### Drive-strength map, run 1

Bar = 100 microns.
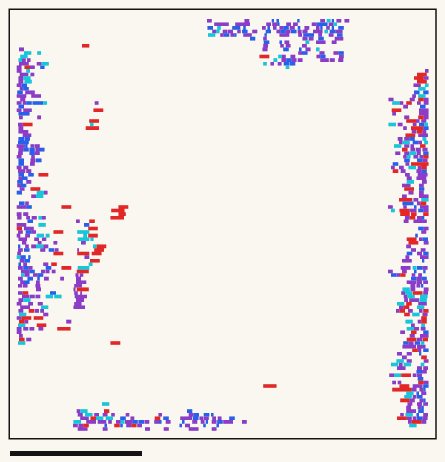
### Clock nets, run 1

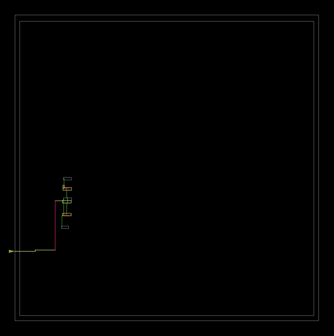
### The metal 2 layer, run 1

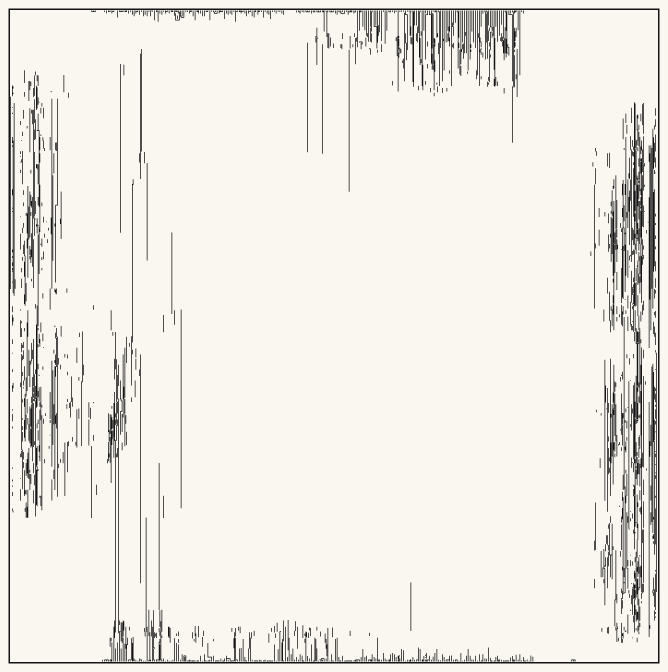
### PDN straps and rails, run 1

Pins as bars on the die edge. Tap cells in gray.
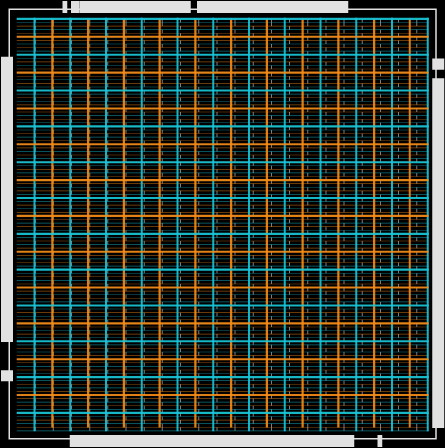
<file path="config.mk">
export PLATFORM = sky130hd
export DESIGN_NAME = mem_arbiter
export DESIGN_NICKNAME = d
export VERILOG_FILES = /design/src/rtl/mem_arbiter_pkg.sv /design/src/rtl/mem_arbiter_control.sv /design/src/rtl/mux2.sv /design/src/rtl/mem_arbiter.sv
export SDC_FILE = /design/constraint.sdc
export NUM_CORES = 1
export LEC_CHECK = 0
export CORE_AREA = 5 5 318 320
export DETAILED_ROUTE_END_ITERATION = 16
export DIE_AREA = 0 0 323 325
export PLACE_DENSITY = 0.35
export SKIP_LAST_GASP = 1
export SYNTH_ARGS = -nofsm -noshare
export SYNTH_HDL_FRONTEND = slang
export SYNTH_HIERARCHICAL = 1
export SYNTH_SLANG_ARGS = --single-unit
</file>
<file path="constraint.sdc">
create_clock -name clk -period 2.3 [get_ports clk]
set_input_delay 0.46 -clock clk [delete_from_list [all_inputs] [get_ports clk]]
set_output_delay 0.46 -clock clk [all_outputs]
set_load 0.03 [all_outputs]
</file>
<file path="src/rtl/mem_arbiter_pkg.sv">
// rtl/mem_arbiter_pkg.sv - shared types for the I/D memory arbiter
//
// Provides the cache line type, the arbiter state encoding and the side
// identifier used for the grant history and the output select.
package mem_arbiter_pkg;

    localparam int LC3B_LINE_W = 128;
    localparam int LC3B_ADDR_W = 16;

    typedef logic [LC3B_LINE_W-1:0] lc3b_line;

    typedef enum logic [1:0] {
        IDLE    = 2'd0,
        SERVE_I = 2'd1,
        SERVE_D = 2'd2
    } arb_state_t;

    typedef enum logic {
        SIDE_I = 1'b0,
        SIDE_D = 1'b1
    } arb_side_t;

endpackage

</file>
<file path="src/rtl/mem_arbiter_control.sv">
// rtl/mem_arbiter_control.sv - grant FSM and alternating-priority history
//
// Ports:
//   clk, reset : system clock, synchronous active-high reset
//   i_req      : I-side requesting (read or write)
//   d_req      : D-side requesting (read or write)
//   pmem_resp  : physical memory completion, ends the current grant
//   state      : current arbiter state
//   sel        : side whose signals drive the memory port
module mem_arbiter_control
    import mem_arbiter_pkg::*;
(
    input  logic       clk,
    input  logic       reset,
    input  logic       i_req,
    input  logic       d_req,
    input  logic       pmem_resp,
    output arb_state_t state,
    output arb_side_t  sel
);

    arb_state_t state_q, state_d;
    arb_side_t  last_grant_q, last_grant_d;

    always_ff @(posedge clk) begin
        if (reset) begin
            state_q      <= IDLE;
            last_grant_q <= SIDE_I;
        end else begin
            state_q      <= state_d;
            last_grant_q <= last_grant_d;
        end
    end

    always_comb begin
        state_d      = state_q;
        last_grant_d = last_grant_q;
        unique case (state_q)
            IDLE: begin
                // On a tie the side that did not win last time goes first,
                // so D wins the first tie after reset.
                if (i_req && d_req)
                    state_d = (last_grant_q == SIDE_I) ? SERVE_D : SERVE_I;
                else if (i_req)
                    state_d = SERVE_I;
                else if (d_req)
                    state_d = SERVE_D;
            end
            SERVE_I: begin
                if (pmem_resp) begin
                    state_d      = IDLE;
                    last_grant_d = SIDE_I;
                end
            end
            SERVE_D: begin
                if (pmem_resp) begin
                    state_d      = IDLE;
                    last_grant_d = SIDE_D;
                end
            end
            default: state_d = IDLE;
        endcase
    end

    assign state = state_q;
    assign sel   = (state_q == SERVE_D) ? SIDE_D : SIDE_I;

endmodule

</file>
<file path="src/rtl/mux2.sv">
// rtl/mux2.sv - parameterised two-input multiplexer
//
// Ports:
//   sel : 0 selects a, 1 selects b
//   a   : input 0
//   b   : input 1
//   y   : selected value
module mux2 #(
    parameter int W = 1
) (
    input  logic         sel,
    input  logic [W-1:0] a,
    input  logic [W-1:0] b,
    output logic [W-1:0] y
);

    assign y = sel ? b : a;

endmodule

</file>
<file path="src/rtl/mem_arbiter.sv">
// rtl/mem_arbiter.sv - shares one physical memory port between I and D line fills
//
// Ports:
//   clk, reset                         : system clock, synchronous active-high reset
//   i_read/i_write/i_address/i_wdata   : I-side level request and write line
//   i_resp/i_rdata                     : I-side one-cycle completion and read line
//   d_read/d_write/d_address/d_wdata   : D-side level request and write line
//   d_resp/d_rdata                     : D-side one-cycle completion and read line
//   pmem_read/pmem_write/pmem_address/pmem_wdata : physical memory request
//   pmem_resp/pmem_rdata               : physical memory completion and read line
module mem_arbiter
    import mem_arbiter_pkg::*;
#(
    parameter int LINE_W = 128,
    parameter int ADDR_W = 16
) (
    input  logic              clk,
    input  logic              reset,
    input  logic              i_read,
    input  logic              i_write,
    input  logic [ADDR_W-1:0] i_address,
    input  logic [LINE_W-1:0] i_wdata,
    output logic              i_resp,
    output logic [LINE_W-1:0] i_rdata,
    input  logic              d_read,
    input  logic              d_write,
    input  logic [ADDR_W-1:0] d_address,
    input  logic [LINE_W-1:0] d_wdata,
    output logic              d_resp,
    output logic [LINE_W-1:0] d_rdata,
    output logic              pmem_read,
    output logic              pmem_write,
    output logic [ADDR_W-1:0] pmem_address,
    output logic [LINE_W-1:0] pmem_wdata,
    input  logic              pmem_resp,
    input  logic [LINE_W-1:0] pmem_rdata
);

    arb_state_t        state;
    arb_side_t         sel;
    logic              sel_d;
    logic              serving;
    logic              read_mux;
    logic              write_mux;
    logic [ADDR_W-1:0] address_mux;
    logic [LINE_W-1:0] wdata_mux;

    mem_arbiter_control u_control (
        .clk       (clk),
        .reset     (reset),
        .i_req     (i_read | i_write),
        .d_req     (d_read | d_write),
        .pmem_resp (pmem_resp),
        .state     (state),
        .sel       (sel)
    );

    assign sel_d   = (sel == SIDE_D);
    assign serving = (state != IDLE);

    mux2 #(.W(1)) u_read_mux (
        .sel (sel_d),
        .a   (i_read),
        .b   (d_read),
        .y   (read_mux)
    );

    mux2 #(.W(1)) u_write_mux (
        .sel (sel_d),
        .a   (i_write),
        .b   (d_write),
        .y   (write_mux)
    );

    mux2 #(.W(ADDR_W)) u_address_mux (
        .sel (sel_d),
        .a   (i_address),
        .b   (d_address),
        .y   (address_mux)
    );

    mux2 #(.W(LINE_W)) u_wdata_mux (
        .sel (sel_d),
        .a   (i_wdata),
        .b   (d_wdata),
        .y   (wdata_mux)
    );

    // The whole memory-side bundle is forced to zero while idle so memory
    // never sees a stale address or line between grants.
    assign pmem_read    = serving & read_mux;
    assign pmem_write   = serving & write_mux;
    assign pmem_address = {ADDR_W{serving}} & address_mux;
    assign pmem_wdata   = {LINE_W{serving}} & wdata_mux;

    // Responses are routed only to the granted side; a pmem_resp seen while
    // idle reaches neither requester.
    assign i_resp  = (state == SERVE_I) & pmem_resp;
    assign d_resp  = (state == SERVE_D) & pmem_resp;
    assign i_rdata = pmem_rdata;
    assign d_rdata = pmem_rdata;

    a_i_rw_exclusive: assert property (@(posedge clk) disable iff (reset)
        !(i_read && i_write));
    a_d_rw_exclusive: assert property (@(posedge clk) disable iff (reset)
        !(d_read && d_write));

endmodule

</file>
==> results.toml <==
# yosys + openroad results
[grt]
grt_pass1_vias = 5514
grt_first_pass_wirelength_microns = 37230

[placement]
place_congestion = 0.7373
io_buffer_count = 442

[die]
chipArea_sq_mm = 0.1050
row_count = 115

[run]
drv_cap = 0

[cells_and_area]
antenna_diode_count = 0
fillCellCount = 11310

[synth]
post_synth_instance_area_sq_mm = 0.005324
synth.net_count = 1051
synth_top_cell_by_count = "sky130_fd_sc_hd__buf_4"
ys.flops = 3
cell_accounting_for_the_most_synthesized_area = "sky130_fd_sc_hd__buf_4"
edf_count = 0
ys_top_cells_by_area = "sky130_fd_sc_hd__buf_4, sky130_fd_sc_hd__mux2_2, sky130_fd_sc_hd__o21a_1, sky130_fd_sc_hd__mux2_4, sky130_fd_sc_hd__buf_2"

[routing]
detail_route.drc_violations = 0
router_iterations_before_antenna_repair = 3
route.detailed.wl_per_inst_microns = 13.50

[hold_path]
hold_path_class = "flop to flop"
hold_start = "u_control/last_grant_q$_SDFFE_PP0P_"

[run_status]
violations = "negative setup slack"
status = "complete, but fails checks"

[sta]
max-slew-margin-rel = 0.6238
setup_slack_ns = -0.1171
clock-skew-final_ns = 0.003611
period_used_share = 1.051
tightest_slew_ns = 0.5644
setup_viol_count_final = 92
tns_ns = -5.687
timing.final.crit_period_ns = 2.417

[clocking]
clk_latency_ns = 0.23
clk_pin_slew_ns = 0.03

[worst_setup_path]
critical_path.max_stage_delay_ns = 0.34
path_buffers = 6
timing.critical_path.max_delay_family = "buffers and inverters"
worst_r2r_endpoint = "u_control/state[0]$_SDFFE_PP0P_"
critical_path_arrival_ns = 1.96
timing.reg2reg.worst_path_depth = 7

[pwr]
total_leakage_power_nw = 3.576
Back to the opening pictures, 'Drive-strength map':
legend:
  x1 and smaller:
    color: purple
    cells: 464
    share: 58%
  x2:
    color: blue
    cells: 155
    share: 19%
  x3 and x4:
    color: cyan
    cells: 91
    share: 11%
  x6 and larger:
    color: red
    cells: 95
    share: 12%

Back to the opening pictures, 'Clock nets':
number of flip-flops and latches: 3
clk pwr: 0.000281 W
number of CTS-inserted buffers: 3
Layout clock buffers: 4
CTS sink count: 3

Back to the opening pictures, 'The metal 2 layer':
share of all routed wire: 46%
longest straight run: 122 microns
routing usage on met2: 0.08141
total via count in the routed design: 5,000

Back to the opening pictures, 'PDN straps and rails':
legend:
  VDD:
    color: orange
  VSS:
    color: cyan
signal pins: 827
met4 straps: 23
rows: 115
tap cells: 1,287
met5 straps: 23
overall die width: 323 microns
placeable core area: 0.09784 sq mm
die height: 325 microns
maximum ir drop on the vdd rail: 262.1 uV

## run 1: report_power, final
group	internal [W]	total (W)	switching [W]
registers	0.0000709	0.0000826	0.0000117
logic	0.00354	0.00706	0.00352
clock network	0.000229	0.000281	0.0000520
## run 1: worst min-delay path, stage by stage, from the launching register on
cell	delay, ns
sky130_fd_sc_hd__dfxtp_1	0.32
sky130_fd_sc_hd__a22oi_1	0.07
sky130_fd_sc_hd__nor2_1	0.08
## run 1: stage by stage
stage | area (sq um) | total power, W
final | 10030 | 0.007425
after global placement | 9455 | 0.006551
after floorplan | 5324 | 0.004727
after detailed placement | 9455 | 0.006524
after CTS | 10050 | 0.007445
after global routing | 10030 | 0.007840
## run 1: sequential cells by signal, indices dropped and copies added, names as in the netlist
name,flops
u_control/state,2
u_control/last_grant_q,1
## run 1: layout make-up
type | count | area [sq um] | area share
Timing Repair Buffer | 481 | 5132 | 0.5119
Inverter | 4 | 17.52 | 0.001747
Sequential cell | 3 | 67.56 | 0.006738
Clock buffer | 4 | 78.83 | 0.007861
Tap cell | 1287 | 1610 | 0.1606
Multi-Input combinational cell | 313 | 3120 | 0.3112
## run 1: cells by family after synthesis
kind of cell               synth area share
buffers and inverters                0.4341
AOI/OAI and AO/OA                    0.2122
muxes                                0.3192
and+or+nand+nor                     0.01387
adders and majority gates          0.009401
DFF                                 0.01128
## run 1: repair_timing
item / CTS / global route
endpoints found under the setup margin: 134 / 136
hold buffers: 0 / 0
hold endpoints to repair: 0 / 0
resized: 264 / 142
cloned: 4 / 3
pin swaps: 1 / 1
setup buffers: 12 / 1
## run 1: placed cells by master (no fill, tap or decap), drive strengths merged, types with 2 or more instances in the layout
cell type and instances:
clkdlybuf4s50 294, buf 163, o21a 146, mux2 146, clkdlybuf4s15 13, clkbuf 11
dlygate4sd2 4, inv 4, ha 4, dfxtp 3, or2 2, and3b 2
nor2b 2
## run 1: layer usage
metal | track usage | routed length [microns]
met5 | 0.005093 | 27
met4 | 0.008874 | 492
met3 | 0.02818 | 4377
met2 | 0.08141 | 13120
met1 | 0.04873 | 10220
## run 1: worst max-delay path by stage
stage / start / to / cells past startpoint
2_1_floorplan: u_control/state[0]$_SDFFE_PP0P_ / pmem_wdata[106] / 6
3_3_place_gp: u_control/state[0]$_SDFFE_PP0P_ / pmem_wdata[12] / 6
6_report: u_control/state[0]$_SDFFE_PP0P_ / pmem_wdata[19] / 9
4_1_cts: u_control/state[0]$_SDFFE_PP0P_ / pmem_wdata[65] / 9
3_5_place_dp: u_control/state[0]$_SDFFE_PP0P_ / pmem_wdata[12] / 6
5_1_grt: u_control/state[0]$_SDFFE_PP0P_ / pmem_wdata[64] / 9
Power figures rest on the tool's default switching activity, not on a simulated workload.
